met2.png
Scale bar: 50 um.
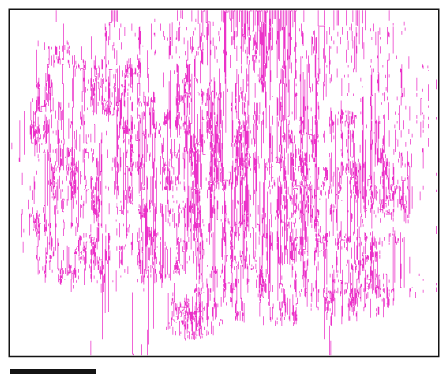
port_nets.png
Scale bar: 50 um.
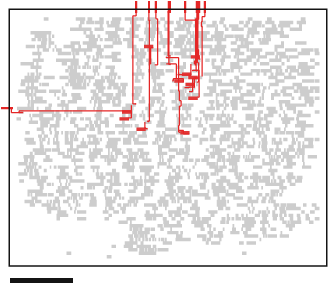
metal_stack.png
Two of the layers only.
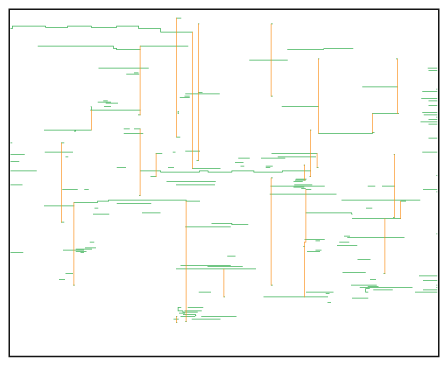
**src/rtl/anim_platform_array_pkg.sv**
```systemverilog
// Platform descriptors, FSM state encoding and tile constants for the
// animated platform overlay.
package platformPkg;

    localparam int          MAX_PLAT        = 8;
    localparam int          TILE_W          = 64;
    localparam int          TILE_H          = 32;
    localparam logic [11:0] TRANSPARENT_RGB = 12'hF0F;

    typedef enum logic [1:0] {
        SOLID = 2'd0,
        SHAKE = 2'd1,
        FALL  = 2'd2,
        GONE  = 2'd3
    } plat_state_t;

    typedef struct packed {
        logic [10:0] y_top;
        logic [10:0] x_start;
        logic [10:0] x_end;    // exclusive right edge
        logic [4:0]  rom_row;  // first tile ROM row used by this platform
    } plat_desc_t;

    localparam plat_desc_t PLAT_TABLE [MAX_PLAT] = '{
        '{y_top: 11'd736, x_start: 11'd0,   x_end: 11'd128,  rom_row: 5'd0 },
        '{y_top: 11'd600, x_start: 11'd100, x_end: 11'd300,  rom_row: 5'd4 },
        '{y_top: 11'd700, x_start: 11'd400, x_end: 11'd500,  rom_row: 5'd8 },
        '{y_top: 11'd610, x_start: 11'd200, x_end: 11'd400,  rom_row: 5'd12},
        '{y_top: 11'd400, x_start: 11'd600, x_end: 11'd800,  rom_row: 5'd16},
        '{y_top: 11'd300, x_start: 11'd800, x_end: 11'd1000, rom_row: 5'd20},
        '{y_top: 11'd200, x_start: 11'd100, x_end: 11'd200,  rom_row: 5'd24},
        '{y_top: 11'd100, x_start: 11'd300, x_end: 11'd400,  rom_row: 5'd28}
    };

endpackage

```
**src/rtl/vga_pkg.sv**
```systemverilog
// Display geometry shared by the video blocks.
package vgaPkg;

    localparam logic [10:0] HOR_PIXELS = 11'd1024;
    localparam logic [10:0] VER_PIXELS = 11'd768;

endpackage

```
**src/rtl/vga_if.sv**
```systemverilog
// VGA timing and colour stream bundle.
interface vga_if;

    logic [10:0] vcount;
    logic        vsync;
    logic        vblnk;
    logic [10:0] hcount;
    logic        hsync;
    logic        hblnk;
    logic [11:0] rgb;

    modport in  (input  vcount, vsync, vblnk, hcount, hsync, hblnk, rgb);
    modport out (output vcount, vsync, vblnk, hcount, hsync, hblnk, rgb);

endinterface

```
**src/rtl/delay.sv**
```systemverilog
// Fixed-length shift register used to align parallel video pipelines.
module delay #(
    parameter int WIDTH   = 8,
    parameter int CLK_DEL = 1
) (
    input  logic             clk,
    input  logic             rst,
    input  logic [WIDTH-1:0] din,
    output logic [WIDTH-1:0] dout
);

    logic [WIDTH-1:0] pipe_r [CLK_DEL];

    // Shift the data one stage per clock, clearing every stage on reset.
    always_ff @(posedge clk) begin
        if (rst) begin
            for (int i = 0; i < CLK_DEL; i++) begin
                pipe_r[i] <= '0;
            end
        end else begin
            pipe_r[0] <= din;
            for (int i = 1; i < CLK_DEL; i++) begin
                pipe_r[i] <= pipe_r[i-1];
            end
        end
    end

    assign dout = pipe_r[CLK_DEL-1];

endmodule

```
**src/rtl/platform_fsm.sv**
```systemverilog
// Collapse sequencer for one platform: SOLID -> SHAKE -> FALL -> GONE,
// advancing only on the frame tick and producing the draw offsets.
module platform_fsm
    import platformPkg::*;
    import vgaPkg::*;
#(
    parameter int SHAKE_FRAMES = 16,
    parameter int FALL_STEP    = 4
) (
    input  logic              clk,
    input  logic              rst,
    input  logic              enable,
    input  logic              tick,
    input  logic              req,
    input  logic [10:0]       y_top,
    output plat_state_t       state,
    output logic signed [2:0] x_off,
    output logic [10:0]       y_off
);

    // At least two bits so that the shake direction bit always exists.
    localparam int CNT_W = (SHAKE_FRAMES > 4) ? $clog2(SHAKE_FRAMES) : 2;

    plat_state_t       state_r, state_s;
    logic [CNT_W-1:0]  cnt_r, cnt_s;
    logic signed [2:0] x_off_r, x_off_s;
    logic [10:0]       y_off_r, y_off_s;
    logic [11:0]       y_step_s;
    logic [10:0]       y_sat_s;
    logic [11:0]       y_bot_s;

    // Next-state, shake counter and offset computation.
    always_comb begin
        state_s  = state_r;
        cnt_s    = cnt_r;
        y_off_s  = y_off_r;
        y_step_s = {1'b0, y_off_r} + 12'(FALL_STEP);
        y_sat_s  = y_step_s[11] ? 11'h7FF : y_step_s[10:0];
        y_bot_s  = {1'b0, y_top} + {1'b0, y_sat_s};

        if (!enable) begin
            state_s = SOLID;
            cnt_s   = '0;
            y_off_s = 11'd0;
        end else if (tick) begin
            case (state_r)
                SOLID: begin
                    if (req) begin
                        state_s = SHAKE;
                        cnt_s   = '0;
                    end else begin
                        state_s = SOLID;
                    end
                end
                SHAKE: begin
                    if (cnt_r == CNT_W'(SHAKE_FRAMES - 1)) begin
                        state_s = FALL;
                        cnt_s   = '0;
                    end else begin
                        cnt_s = cnt_r + CNT_W'(1);
                    end
                end
                FALL: begin
                    // GONE is decided on the offset that takes effect this frame.
                    y_off_s = y_sat_s;
                    if (y_bot_s >= {1'b0, VER_PIXELS}) begin
                        state_s = GONE;
                    end else begin
                        state_s = FALL;
                    end
                end
                GONE: begin
                    state_s = GONE;
                end
                default: begin
                    state_s = SOLID;
                    cnt_s   = '0;
                    y_off_s = 11'd0;
                end
            endcase
        end else begin
            state_s = state_r;
        end

        if (state_s == SHAKE) begin
            x_off_s = cnt_s[1] ? -3'sd2 : 3'sd2;
        end else begin
            x_off_s = 3'sd0;
        end
    end

    // State and offset registers.
    always_ff @(posedge clk) begin
        if (rst) begin
            state_r <= SOLID;
            cnt_r   <= '0;
            x_off_r <= 3'sd0;
            y_off_r <= 11'd0;
        end else begin
            state_r <= state_s;
            cnt_r   <= cnt_s;
            x_off_r <= x_off_s;
            y_off_r <= y_off_s;
        end
    end

    assign state = state_r;
    assign x_off = x_off_r;
    assign y_off = y_off_r;

endmodule

```
**src/rtl/anim_platform_array.sv**
```systemverilog
// Overlays up to eight animated tile platforms on a VGA stream. Hit test and
// ROM address happen in stage 0, ROM data returns in stage 2, and the mixed
// pixel is registered in stage 3 together with the delayed timing fields.
module anim_platform_array
    import platformPkg::*;
    import vgaPkg::*;
#(
    parameter int N_PLAT       = 6,
    parameter int SHAKE_FRAMES = 16,
    parameter int FALL_STEP    = 4
) (
    input  logic              clk,
    input  logic              rst,
    input  logic              start_game,
    input  logic [N_PLAT-1:0] collapse_req,
    input  logic [11:0]       rgb_pixel,
    output logic [10:0]       pixel_addr,
    output logic [N_PLAT-1:0] plat_gone,
    vga_if.in                 in,
    vga_if.out                out
);

    localparam int DLY_W = 40;

    logic              tick_s;
    logic              draw_s;
    logic [N_PLAT-1:0] hit_s;
    logic [10:0]       addr_s [N_PLAT];
    logic              any_hit_s;
    logic [10:0]       sel_addr_s;
    logic [10:0]       pixel_addr_r;
    logic signed [12:0] v_s, h_s;

    logic [DLY_W-1:0]  dly_s;
    logic [10:0]       vcount_d, hcount_d;
    logic              vsync_d, vblnk_d, hsync_d, hblnk_d, hit_d, en_d;
    logic [11:0]       rgb_d;
    logic [11:0]       rgb_s;

    assign tick_s = (in.vcount == 11'd0) && (in.hcount == 11'd0);
    assign draw_s = start_game & ~(in.vblnk | in.hblnk);
    assign v_s    = $signed({2'b00, in.vcount});
    assign h_s    = $signed({2'b00, in.hcount});

    for (genvar i = 0; i < N_PLAT; i++) begin : g_plat
        plat_state_t        state_s;
        logic signed [2:0]  x_off_s;
        logic [10:0]        y_off_s;
        logic signed [12:0] y_eff_s, x_eff_s, x_lim_s, dy_s, dx_s;
        logic [4:0]         row_s;

        platform_fsm #(
            .SHAKE_FRAMES (SHAKE_FRAMES),
            .FALL_STEP    (FALL_STEP)
        ) u_fsm (
            .clk    (clk),
            .rst    (rst),
            .enable (start_game),
            .tick   (tick_s),
            .req    (collapse_req[i]),
            .y_top  (PLAT_TABLE[i].y_top),
            .state  (state_s),
            .x_off  (x_off_s),
            .y_off  (y_off_s)
        );

        assign y_eff_s = $signed({2'b00, PLAT_TABLE[i].y_top}) + $signed({2'b00, y_off_s});
        assign x_eff_s = $signed({2'b00, PLAT_TABLE[i].x_start}) + $signed({{10{x_off_s[2]}}, x_off_s});
        assign x_lim_s = $signed({2'b00, PLAT_TABLE[i].x_end}) + $signed({{10{x_off_s[2]}}, x_off_s});
        assign dy_s    = v_s - y_eff_s;
        assign dx_s    = h_s - x_eff_s;
        assign row_s   = dy_s[4:0] + PLAT_TABLE[i].rom_row;

        assign hit_s[i] = draw_s && (state_s != GONE)
                       && (v_s >= y_eff_s) && (v_s < y_eff_s + $signed(13'(TILE_H)))
                       && (h_s >= x_eff_s) && (h_s < x_lim_s);
        assign addr_s[i]    = {row_s, dx_s[5:0]};
        assign plat_gone[i] = (state_s == GONE);
    end

    // Priority select: scanning downward leaves the lowest hitting index.
    always_comb begin
        any_hit_s  = 1'b0;
        sel_addr_s = pixel_addr_r;
        for (int i = N_PLAT - 1; i >= 0; i--) begin
            if (hit_s[i]) begin
                any_hit_s  = 1'b1;
                sel_addr_s = addr_s[i];
            end else begin
                any_hit_s = any_hit_s;
            end
        end
    end

    // Tile ROM address register; holds its value on pixels with no hit.
    always_ff @(posedge clk) begin
        if (rst) begin
            pixel_addr_r <= 11'd0;
        end else begin
            pixel_addr_r <= sel_addr_s;
        end
    end

    assign pixel_addr = pixel_addr_r;

    delay #(
        .WIDTH   (DLY_W),
        .CLK_DEL (2)
    ) u_delay (
        .clk  (clk),
        .rst  (rst),
        .din  ({in.vcount, in.vsync, in.vblnk, in.hcount, in.hsync, in.hblnk,
                in.rgb, any_hit_s, start_game}),
        .dout (dly_s)
    );

    assign {vcount_d, vsync_d, vblnk_d, hcount_d, hsync_d, hblnk_d,
            rgb_d, hit_d, en_d} = dly_s;

    // Colour mix once the ROM data for the delayed pixel is available.
    always_comb begin
        rgb_s = rgb_d;
        if (!en_d) begin
            rgb_s = rgb_d;
        end else if (vblnk_d || hblnk_d) begin
            rgb_s = 12'h888;
        end else if (hit_d && (rgb_pixel != TRANSPARENT_RGB)) begin
            rgb_s = rgb_pixel;
        end else begin
            rgb_s = rgb_d;
        end
    end

    // Output stream register.
    always_ff @(posedge clk) begin
        if (rst) begin
            out.vcount <= 11'd0;
            out.vsync  <= 1'b0;
            out.vblnk  <= 1'b0;
            out.hcount <= 11'd0;
            out.hsync  <= 1'b0;
            out.hblnk  <= 1'b0;
            out.rgb    <= 12'h000;
        end else begin
            out.vcount <= vcount_d;
            out.vsync  <= vsync_d;
            out.vblnk  <= vblnk_d;
            out.hcount <= hcount_d;
            out.hsync  <= hsync_d;
            out.hblnk  <= hblnk_d;
            out.rgb    <= rgb_s;
        end
    end

endmodule

```
**src/flat_wrapper.sv**
```systemverilog
// flat-port wrapper written by rule: the top's interface ports become plain ports
module anim_platform_array_flat import platformPkg::*; import vgaPkg::*;
#(
    parameter int N_PLAT       = 6,
    parameter int SHAKE_FRAMES = 16,
    parameter int FALL_STEP    = 4
)
  (clk, rst, start_game, collapse_req, rgb_pixel, pixel_addr, plat_gone, in_vcount, in_vsync, in_vblnk, in_hcount, in_hsync, in_hblnk, in_rgb, out_vcount, out_vsync, out_vblnk, out_hcount, out_hsync, out_hblnk, out_rgb);
  vga_if in_i ();
  vga_if out_i ();
  input  logic clk;
  input  logic rst;
  input  logic start_game;
  input  logic [N_PLAT-1:0] collapse_req;
  input  logic [11:0] rgb_pixel;
  output logic [10:0] pixel_addr;
  output logic [N_PLAT-1:0] plat_gone;
  input wire logic [$bits(in_i.vcount)-1:0] in_vcount;
  input wire logic [$bits(in_i.vsync)-1:0] in_vsync;
  input wire logic [$bits(in_i.vblnk)-1:0] in_vblnk;
  input wire logic [$bits(in_i.hcount)-1:0] in_hcount;
  input wire logic [$bits(in_i.hsync)-1:0] in_hsync;
  input wire logic [$bits(in_i.hblnk)-1:0] in_hblnk;
  input wire logic [$bits(in_i.rgb)-1:0] in_rgb;
  output wire logic [$bits(out_i.vcount)-1:0] out_vcount;
  output wire logic [$bits(out_i.vsync)-1:0] out_vsync;
  output wire logic [$bits(out_i.vblnk)-1:0] out_vblnk;
  output wire logic [$bits(out_i.hcount)-1:0] out_hcount;
  output wire logic [$bits(out_i.hsync)-1:0] out_hsync;
  output wire logic [$bits(out_i.hblnk)-1:0] out_hblnk;
  output wire logic [$bits(out_i.rgb)-1:0] out_rgb;
  assign in_i.vcount = in_vcount;
  assign in_i.vsync = in_vsync;
  assign in_i.vblnk = in_vblnk;
  assign in_i.hcount = in_hcount;
  assign in_i.hsync = in_hsync;
  assign in_i.hblnk = in_hblnk;
  assign in_i.rgb = in_rgb;
  assign out_vcount = out_i.vcount;
  assign out_vsync = out_i.vsync;
  assign out_vblnk = out_i.vblnk;
  assign out_hcount = out_i.hcount;
  assign out_hsync = out_i.hsync;
  assign out_hblnk = out_i.hblnk;
  assign out_rgb = out_i.rgb;
  anim_platform_array #(.N_PLAT(N_PLAT), .SHAKE_FRAMES(SHAKE_FRAMES), .FALL_STEP(FALL_STEP)) u_core (.clk(clk), .rst(rst), .start_game(start_game), .collapse_req(collapse_req), .rgb_pixel(rgb_pixel), .pixel_addr(pixel_addr), .plat_gone(plat_gone), .in(in_i), .out(out_i));
endmodule
```
**config.mk**
```make
export PLATFORM = sky130hd
export DESIGN_NAME = anim_platform_array_flat
export DESIGN_NICKNAME = d
export VERILOG_FILES = /design/src/rtl/anim_platform_array_pkg.sv /design/src/rtl/vga_pkg.sv /design/src/rtl/vga_if.sv /design/src/rtl/delay.sv /design/src/rtl/platform_fsm.sv /design/src/rtl/anim_platform_array.sv /design/src/flat_wrapper.sv
export SDC_FILE = /design/constraint.sdc
export NUM_CORES = 1
export LEC_CHECK = 0
export CORE_ASPECT_RATIO = 0.8
export CORE_MARGIN = 5
export CORE_UTILIZATION = 35
export CTS_BUF_LIST = sky130_fd_sc_hd__clkbuf_16
export CTS_CLUSTER_DIAMETER = 50
export DETAILED_ROUTE_END_ITERATION = 8
export PLACE_DENSITY_LB_ADDON = 0.08
export SLEW_MARGIN = 20
export SYNTH_ARGS = -nofsm -noshare
export SYNTH_HDL_FRONTEND = slang
export SYNTH_SLANG_ARGS = --single-unit
export TNS_END_PERCENT = 20
```
**constraint.sdc**
```tcl
create_clock -name clk -period 13.26 [get_ports clk]
set_input_delay 1.989 -clock clk [delete_from_list [all_inputs] [get_ports clk]]
set_output_delay 1.989 -clock clk [all_outputs]
set_load 0.05 [all_outputs]
```
==> results.cfg <==
; generated from flow reports
[outcome]
status = finished clean

[cts]
clock_latency_ps = 530
root_buffer = clkbuf_16
clk_pin_slew_worst_paths_ps = 60

[critical_path]
r2r-start = u_core.g_plat[3].u_fsm.y_off[3]$_SDFFE_PP0P_
reg2reg_to = u_core.pixel_addr[5]$_SDFFE_PP0P_
worstRegToRegCells = 23
end_kind = flop
critPathLaunchType = input port

[sta]
rsz0062_at_grt = no
timing.final.hold_violations = 0
fin_crit_ps = 7000

[floorplan]
die_area_sq_um = 50300
pin_count = 114
core_area_sq_um = 45500

[final_layout]
dominant_cells = logic gates
n_sequential_cell = 243
inverters = 120
logic_gates = 1440
layout-drive-gt1-share_pct = 4.96
lay_top_cells = dfxtp_1 (243), nor2_1 (209), ha_1 (191)
buf_share_pct = 6.54
layout.cells.most_common = dfxtp_1

[place]
routabilityCongestion = 0.895
dpl.hpwl_um = 36400

[yosys]
top_cells_by_count = dfxtp_1 (243), nor2_1 (210), ha_1 (191)
synthesis.instances = 1890
async_flop_share_pct = 0
ys_ff = 243

[routing]
drcViolationCount = 0

[global_route]
track_usage_pct = 18.9
grt_pass1_wl_um = 77700
grt_max_degree = 79

[power]
pg_comb_uw = 179
peakVddDrop_v = 0.0000707

[worst_hold_path]
hp-class = flop to flop
## Picture notes: met2.png
- wire length on this layer: 21.3 mm
- nets with wire on the layer: 1763
- main direction: vertical
- share of all routed wire: 44%

## Picture notes: port_nets.png
- red: pixel_addr (bits 11; direction output; edge 10 top, 1 left; end cells 11; buffers 11; wire 908 um)

## Picture notes: metal_stack.png
- orange: met4 (wire length 894 um)
- green: met3 (wire length 1910 um)

critical path, stage by stage:
cell,delay [ps]
clkdlybuf4s50_1,910
inv_1,330
ha_1,430
and4b_1,190
o311ai_0,390
a21oi_1,130
o32ai_1,290
nand4_1,590
o21ai_0,360
a21oi_1,70
o311ai_0,460
a31o_2,250
fa_1,220
inv_1,50
a21o_1,160
a21oi_1,170
xor2_1,180
xnor2_1,130
a21oi_1,80
routing by layer:
layer  vias to the layer above  global-route usage [%]  share of wire (%)
met5                         -                       0                  0
met4                         0                    4.02                1.8
met3                        57                    2.47                3.9
met2                       289                    29.8                 44
met1                      6559                    27.9                 51
li1                       6900                       -                  -
metrics by stage:
| stage | utilization [%] | setup slack, ps | cell area [sq um] |
|---|---|---|---|
| after floorplan | - | 7650 | 16100 |
| after global placement | 38.9 | 6060 | 17700 |
| after detailed placement | 38.9 | 5760 | 17700 |
| after CTS | 41.4 | 6320 | 18900 |
| after global routing | 41.4 | 5800 | 18900 |
| final | 41.4 | 6260 | 18900 |
sequential cells by signal, summed over array words and instances (netlist names), 11 cells and up:
| register | cells |
|---|---|
| u_core.pixel_addr | 11 |
| u_core.out.vcount | 11 |
| u_core.g_plat.u_fsm.x_off | 12 |
| u_core.u_delay.pipe_r | 80 |
| u_core.g_plat.u_fsm.state | 12 |
| u_core.out.rgb | 12 |
| u_core.g_plat.u_fsm.cnt_r | 24 |
| u_core.g_plat.u_fsm.y_off | 66 |
| u_core.out.hcount | 11 |
logic make-up after synthesis:
group / Yosys count / synth area share, %
xor gates and xnor gates: 96 / 5.24
and+or+nand+nor: 670 / 21.6
buffers and inverters: 207 / 4.96
adders and majority gates: 214 / 17.7
DFF: 243 / 30.3
muxes: 34 / 2.13
AOI/OAI and AO/OA: 426 / 18.0
